### config.mk
export PLATFORM = sky130hd
export DESIGN_NAME = cim_seq_ctrl
export DESIGN_NICKNAME = d
export VERILOG_FILES = /design/src/rtl/cim_seq_ctrl.sv
export SDC_FILE = /design/constraint.sdc
export NUM_CORES = 1
export LEC_CHECK = 0
export CAP_MARGIN = 5
export CORE_AREA = 4 4 172 174
export DETAILED_ROUTE_END_ITERATION = 10
export DIE_AREA = 0 0 176 178
export PLACE_DENSITY = 0.79
export SETUP_SLACK_MARGIN = 0.2
export SLEW_MARGIN = 30
export SYNTH_ARGS = -nofsm -noshare
export SYNTH_HDL_FRONTEND = slang
export SYNTH_SLANG_ARGS = --single-unit
### constraint.sdc
create_clock -name CLK -period 1.8 [get_ports CLK]
set_input_delay 0.54 -clock CLK [delete_from_list [all_inputs] [get_ports CLK]]
set_output_delay 0.54 -clock CLK [all_outputs]
set_load 0.05 [all_outputs]
### src/rtl/cim_seq_ctrl.sv
// Upstream sequencer for the CIM macro: streams a full weight image into the macro write
// port, issues compute ops from an activation stream and queues macro results in a 2-entry FIFO.
module cim_seq_ctrl #(
  parameter int CORE_NUM         = 16,
  parameter int XIN_BIT_WIDTH    = 11,
  parameter int MEM_BIT_WIDTH    = 8,
  parameter int MEM_ADR_WIDTH    = 2,
  parameter int OUTPUT_BIT_WIDTH = 23,
  parameter int CIM_LAT          = 1
) (
  input  logic                                CLK,
  input  logic                                NRST,
  input  logic                                LOAD_START,
  input  logic                                W_VALID,
  output logic                                W_READY,
  input  logic [MEM_BIT_WIDTH-1:0]            W_DATA,
  input  logic                                X_VALID,
  output logic                                X_READY,
  input  logic [CORE_NUM*XIN_BIT_WIDTH-1:0]   X_DATA,
  input  logic [MEM_ADR_WIDTH-1:0]            X_ADR,
  output logic                                Y_VALID,
  input  logic                                Y_READY,
  output logic [OUTPUT_BIT_WIDTH-1:0]         Y_DATA,
  output logic                                LOADED,
  output logic                                ENCB,
  output logic                                WEB,
  output logic                                REB,
  output logic [$clog2(CORE_NUM)-1:0]         BANKA,
  output logic [$clog2(CORE_NUM)-1:0]         BANKB,
  output logic [MEM_ADR_WIDTH-1:0]            ADRA,
  output logic [MEM_ADR_WIDTH-1:0]            ADRB,
  output logic [MEM_BIT_WIDTH-1:0]            D,
  output logic [CORE_NUM*XIN_BIT_WIDTH-1:0]   XIN,
  input  logic [OUTPUT_BIT_WIDTH-1:0]         Q,
  output logic [1:0]                          dbg_state
);

  // Handshakes: a transfer happens on the rising CLK edge where valid and ready are both
  // high; valid must hold with stable data until then, and ready never depends on valid.

  localparam int BANK_W = $clog2(CORE_NUM);
  localparam int CNT_W  = BANK_W + MEM_ADR_WIDTH;
  localparam int XW     = CORE_NUM * XIN_BIT_WIDTH;
  localparam int CRW    = $clog2(CIM_LAT + 4);
  localparam logic [CNT_W-1:0] LAST_WORD = {CNT_W{1'b1}};

  typedef enum logic [1:0] {
    S_IDLE = 2'd0,
    S_LOAD = 2'd1,
    S_RUN  = 2'd2
  } state_t;

  state_t state_q, state_d;

  logic [CNT_W-1:0]            wcnt_q;
  logic                        fin_q;
  logic                        loaded_q;
  logic                        pending_q;
  logic [CIM_LAT:0]            pipe_q;
  logic [CRW-1:0]              inflight;
  logic [CRW-1:0]              credits;
  logic                        drained;
  logic                        w_hs;
  logic                        x_hs;
  logic                        start_load;

  logic                        web_q;
  logic                        encb_q;
  logic                        reb_q;
  logic [BANK_W-1:0]           banka_q;
  logic [BANK_W-1:0]           bankb_q;
  logic [MEM_ADR_WIDTH-1:0]    adra_q;
  logic [MEM_ADR_WIDTH-1:0]    adrb_q;
  logic [MEM_BIT_WIDTH-1:0]    d_q;
  logic [XW-1:0]               xin_q;

  logic [OUTPUT_BIT_WIDTH-1:0] mem_q [2];
  logic                        wr_ptr_q;
  logic                        rd_ptr_q;
  logic [1:0]                  fifo_cnt_q;
  logic                        push;
  logic                        pop;

  // Credits cover both ops still inside the macro and results waiting in the FIFO,
  // so an issued op always has a FIFO slot when its result arrives.
  always_comb begin
    inflight = '0;
    for (int i = 0; i <= CIM_LAT; i++) begin
      inflight = inflight + CRW'(pipe_q[i]);
    end
  end

  assign credits = inflight + CRW'(fifo_cnt_q);
  assign drained = (pipe_q == '0) && (fifo_cnt_q == 2'd0);

  assign W_READY = (state_q == S_LOAD);
  assign X_READY = (state_q == S_RUN) && !pending_q && (credits < CRW'(2));
  assign w_hs    = W_VALID && W_READY;
  assign x_hs    = X_VALID && X_READY;
  assign push    = pipe_q[CIM_LAT];
  assign pop     = (fifo_cnt_q != 2'd0) && Y_READY;

  always_comb begin
    state_d = state_q;
    case (state_q)
      S_IDLE: if (LOAD_START) state_d = S_LOAD;
      S_LOAD: if (w_hs && (wcnt_q == LAST_WORD)) state_d = S_RUN;
      S_RUN:  if ((LOAD_START || pending_q) && drained) state_d = S_LOAD;
      default: state_d = S_IDLE;
    endcase
  end

  assign start_load = (state_q != S_LOAD) && (state_d == S_LOAD);

  always_ff @(posedge CLK or negedge NRST) begin
    if (!NRST) begin
      state_q   <= S_IDLE;
      wcnt_q    <= '0;
      fin_q     <= 1'b0;
      loaded_q  <= 1'b0;
      pending_q <= 1'b0;
      pipe_q    <= '0;
    end else begin
      state_q <= state_d;
      pipe_q  <= {pipe_q[CIM_LAT-1:0], x_hs};
      fin_q   <= w_hs && (wcnt_q == LAST_WORD);
      if (start_load) begin
        wcnt_q    <= '0;
        loaded_q  <= 1'b0;
        pending_q <= 1'b0;
      end else begin
        if (w_hs) wcnt_q <= wcnt_q + 1'b1;
        // LOADED rises the cycle after the final write has been on the pins.
        if (fin_q) loaded_q <= 1'b1;
        if ((state_q == S_RUN) && LOAD_START && !drained) pending_q <= 1'b1;
      end
    end
  end

  // Macro pin registers: strobes are active low for exactly one cycle per handshake.
  always_ff @(posedge CLK or negedge NRST) begin
    if (!NRST) begin
      web_q   <= 1'b1;
      encb_q  <= 1'b1;
      reb_q   <= 1'b1;
      banka_q <= '0;
      bankb_q <= '0;
      adra_q  <= '0;
      adrb_q  <= '0;
      d_q     <= '0;
      xin_q   <= '0;
    end else begin
      web_q   <= !w_hs;
      encb_q  <= !x_hs;
      reb_q   <= 1'b1;
      bankb_q <= '0;
      if (w_hs) begin
        d_q     <= W_DATA;
        banka_q <= wcnt_q[BANK_W-1:0];
        adra_q  <= wcnt_q[CNT_W-1:BANK_W];
      end
      if (x_hs) begin
        xin_q  <= X_DATA;
        adrb_q <= X_ADR;
      end
    end
  end

  always_ff @(posedge CLK or negedge NRST) begin
    if (!NRST) begin
      mem_q[0]   <= '0;
      mem_q[1]   <= '0;
      wr_ptr_q   <= 1'b0;
      rd_ptr_q   <= 1'b0;
      fifo_cnt_q <= 2'd0;
    end else begin
      if (push) begin
        mem_q[wr_ptr_q] <= Q;
        wr_ptr_q        <= !wr_ptr_q;
      end
      if (pop) rd_ptr_q <= !rd_ptr_q;
      case ({push, pop})
        2'b10:   fifo_cnt_q <= fifo_cnt_q + 2'd1;
        2'b01:   fifo_cnt_q <= fifo_cnt_q - 2'd1;
        default: fifo_cnt_q <= fifo_cnt_q;
      endcase
    end
  end

  assign Y_VALID   = (fifo_cnt_q != 2'd0);
  assign Y_DATA    = mem_q[rd_ptr_q];
  assign LOADED    = loaded_q;
  assign WEB       = web_q;
  assign ENCB      = encb_q;
  assign REB       = reb_q;
  assign BANKA     = banka_q;
  assign BANKB     = bankb_q;
  assign ADRA      = adra_q;
  assign ADRB      = adrb_q;
  assign D         = d_q;
  assign XIN       = xin_q;
  assign dbg_state = state_q;

endmodule

met4.png
Supply wires on this layer in gray. Cells faint in the background.
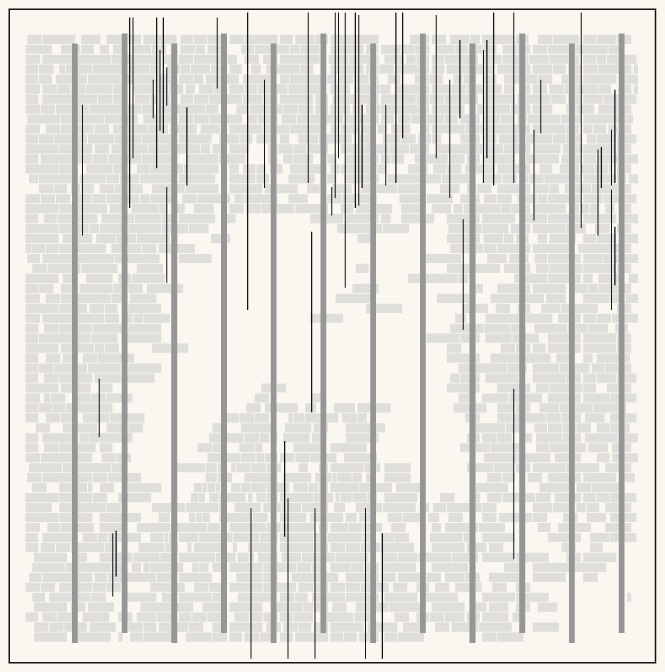
share of all routed wire: 4.4%
longest straight run: 80.9 um
wire length on this layer: 1730 um
nets with wire on the layer: 45
main direction: vertical
Routed Wire Length: 39.64 mm
via count: 7988

final_placement.png
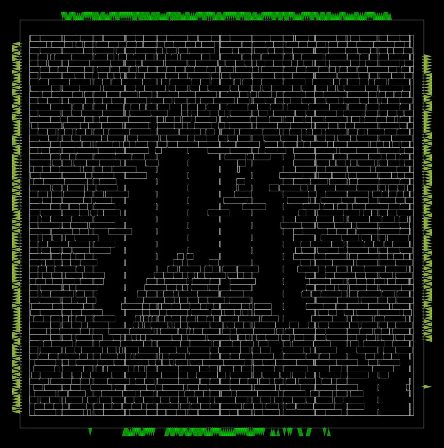
Row Count: 61
final instance count without filler cells: 1667

==> ci_impl_report.md <==
### Metrics collected by this job

| Metric | Value |
|---|---|
| Run status | `complete, but fails checks` |
| Failing checks | `setup timing` |
| Chip area | `31330 um2` |
| Pin count of the biggest net entering global routing | `44` |
| Number of antenna violations at the first check in global routing | `4` |
| Area share of the largest cell type after synthesis | `0.6394` |
| Routed length per instance | `23.78 um` |
| Largest buffer count on any clock path | `3` |
| Filler Cell Count | `1614` |
| Count of final max-slew check failures | `0` |
| GRT Resource Usage Total | `0.2297` |
| Die boundary width | `176 um` |
| Insertion Delay late pin | `550 ps` |
| Maximum clock rate | `434.7 MHz` |
| Number of hold violations in the final report | `0` |
| First-pass GRT wire length | `55.32 mm` |
| Number of buffers inserted by port buffering | `437` |
| Chain of cells forming the critical path | `ha_1, a21oi_2, and3_4, buf_12` |
| Total DRC errors in the routed layout | `0` |
| Crit end category | `primary output` |
| Data arrival at the endpoint of the critical path | `1760 ps` |
| Router iterations before antenna repair | `4` |
| Crit path max fanout | `2` |
| Commonest cells post-synth | `255 x dfrtp_1, 160 x mux2_2, 100 x mux2_1` |
| Residual antenna-violating net count after detailed routing | `0` |
| Most common cell in the netlist | `dfrtp_1` |
| Initial detailed-routing violation count | `333` |
| Die Ht | `178 um` |
| Cell area power density | `882.5 nW/um2` |
| Overall power of the completed layout | `17.54 mW` |
| Mean number of vias per cell | `4.792` |
| Crit start category | `flip-flop` |
| Required time reported for the critical path endpoint | `1260 ps` |
| Worst Clk Skew | `16.06 ps` |
| Comb. cell area | `3891 um2` |
| CTS root buf | `clkbuf_16` |
| Post-DP HPWL | `22.41 mm` |
| Maximum vdd ir drop | `691.1 uV` |
| Setup repair after global routing missed its margin | `true` |
| Weighted congestion at the end of routability-driven global placement | `0.7523` |
| Standard cell with the maximum stage delay on the critical path | `dfrtp_1` |
| Cell total in the yosys stat output | `610` |
| Period utilization | `1.278` |
| Final net count | `1480` |
| Setup-violating endpoint count in the final report | `214` |
| Utilization of the core after routing | `0.7154` |
| Number of logged tool warnings | `29` |
| Path type of the worst min-delay path | `flip-flop to flip-flop` |
| Cell area after synthesis | `9980 um2` |
| Post-synthesis register bit count | `257` |
| Synthesis area per yosys | `9980 um2` |
| Share of synthesized registers carrying an async set or reset | `1.000` |
| Number of buffers created by CTS | `29` |
| Worst Path Class, Setup | `flip-flop to primary output` |
| Count of pins on the block boundary | `443` |
| Static Leak | `10.08 nW` |
| Synth Warn # | `0` |
| Instance count after placement with tap cells included | `1440` |
| FF/Latch Area | `6444 um2` |
| Final hold slack | `482.1 ps` |
| Dpl ws | `-213.1 ps` |
| Std-Cell Core Area | `27780 um2` |
| Worst stage delay on the critical path | `400 ps` |
| Remaining global-route overflow | `0` |
| Biggest area consumer among synthesized cells | `dfrtp_1` |
| Number of cells produced by synthesis | `610` |
| Ratio of cells with drive above 1 in the final layout | `0.6023` |
| H-tree depth | `1` |
| Clock sink total | `257` |
| Worst setup slack after layout | `-500.4 ps` |
| Pre-Place Util | `0.3592` |
| Top flip-flop cell by instance count after synthesis | `dfrtp_1` |
| Max-cap violations | `0` |
| Count of different cell masters after synthesis | `35` |
| Clock slew at reported path FFs | `60 ps` |
| Final critical path time including I/O delays and setup | `2300 ps` |
| Register share after synthesis | `0.6447` |
| Mean instance size in the synthesized netlist | `16.36 um2` |
| Number of enable flip-flop cells | `0` |
| CTS tree | `done` |
| Via count of the first global-routing pass | `9076` |
| Area contributors post-synth | `dfrtp_1 64%, mux2_2 18%, mux2_1 11%, buf_6 1.2%, buf_2 0.55%` |
drive_strength.png
Bar = 50 um.
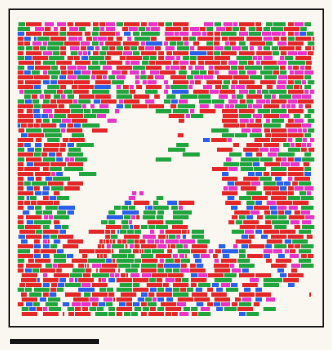
legend:
  green:
    size: drive 6 and up
    cells: 356
    share: 28%
  red:
    size: drive 1 or less
    cells: 511
    share: 40%
  magenta:
    size: drive 3 to 4
    cells: 270
    share: 21%
  blue:
    size: drive 2
    cells: 148
    share: 12%
Design Area, Final: 19870 um2
Layout Area Growth over Synthesis: 99.15%
non-clock buffer total of the final layout: 650

met3.png
Bar = 50 um.
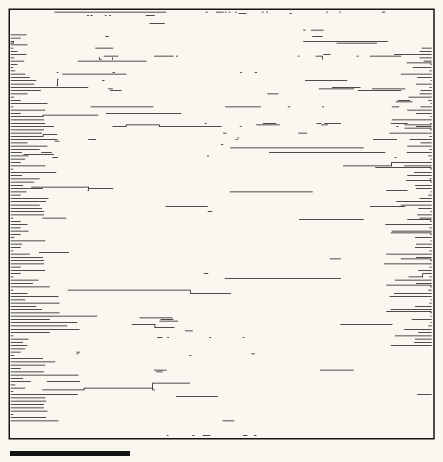
longest straight run: 55.2 um
nets with wire on the layer: 274
main direction: horizontal
share of all routed wire: 7.7%

layout make-up:
class | count | share of cell area
clock buffers | 40 | 0.04313
well taps | 378 | 0.02380
diodes | 4 | 0.0005037
clock inverters | 14 | 0.01032
inverters | 4 | 0.0008814
flip-flops and latches | 257 | 0.3242
repair buffers | 650 | 0.4013
multi-input cells | 320 | 0.1958
cell usage in the layout, fill, tap and decap left out, drive strengths merged, types with 2 or more instances in the layout:
master	count
buf	435
mux2	260
dfrtp	255
clkdlybuf4s50	213
clkbuf	41
nand2	8
nor2	8
clkinv	7
xor2	5
conb	5
bufinv	5
inv	5
diode	4
a21oi	4
o21ai	3
or3	3
ha	3
dfstp	2
nand4b	2
mux2i	2
or2	2
nand4	2
xnor2	2
report_power, final:
group | internal, mW | switching, mW | leakage, nW
clock | 4.04 | 2.51 | 0.527
sequential | 6.03 | 0.244 | 3.46
combinational | 2.55 | 2.17 | 6.09
total | 12.6 | 4.92 | 10.1
path summary, 6_finish.rpt:
check	slack, ps	start	end	depth (start not counted)
min reg2reg	480	fin_q$_DFF_PN0_	LOADED$_DFFE_PN0P_	2
max reg2reg	-320	fifo_cnt_q[0]$_DFFE_PN0P_	XIN[55]$_DFFE_PN0P_	9
min	480	fin_q$_DFF_PN0_	LOADED$_DFFE_PN0P_	2
max	-500	fifo_cnt_q[0]$_DFFE_PN0P_	X_READY	4
max in group asynchronous	590	NRST	XIN[68]$_DFFE_PN0P_	3
min in group asynchronous	520	NRST	XIN[45]$_DFFE_PN0P_	2
per-layer routing:
metal | vias up | GRT usage | routed length [um]
li1 | 3464 | - | -
met1 | 4046 | 0.2460 | 13520
met2 | 371 | 0.4230 | 21340
met3 | 107 | 0.06952 | 3055
met4 | 0 | 0.09357 | 1731
met5 | - | 0 | 0
kinds of logic after synthesis:
logic type	Yosys count	synth area share
AND/OR/NAND/NOR	32	0.01730
buffers and inverters	36	0.02508
AND-OR/OR-AND	11	0.006896
adder cells (fa/ha/maj)	3	0.003762
other	2	0.0007525
multiplexers	262	0.2954
flip-flops	257	0.6447
XOR/XNOR	7	0.006144
metrics by stage:
stage	area, um2	setup TNS, ps
6_report	19870	-53950
5_1_grt	19870	-66630
4_1_cts	19180	-34620
3_5_place_dp	15660	-31820
3_3_place_gp	15660	-29880
2_1_floorplan	10090	0
repair_timing:
item,in CTS,in global routing
resized,317,37
setup buffers,76,67
hold buffers,1,0
hold endpoints to repair,31,0
setup endpoints to repair,402,428
cloned,24,1
pin swaps,4,8
flip-flops by register name, indices dropped and copies added, names as in the netlist, 4 cells and up:
| register | count |
|---|---|
| XIN | 176 |
| mem_q | 46 |
| BANKA | 4 |
| wcnt_q | 6 |
| D | 8 |
critical path, delay by kind of cell, from the launching register on:
family / cells / cell delay (ps)
flip-flops: 1 / 400
adder cells (fa/ha/maj): 1 / 310
buffers and inverters: 1 / 130
AND-OR/OR-AND: 1 / 170
AND/OR/NAND/NOR: 1 / 210
Power is estimated from default activity; no workload was simulated.
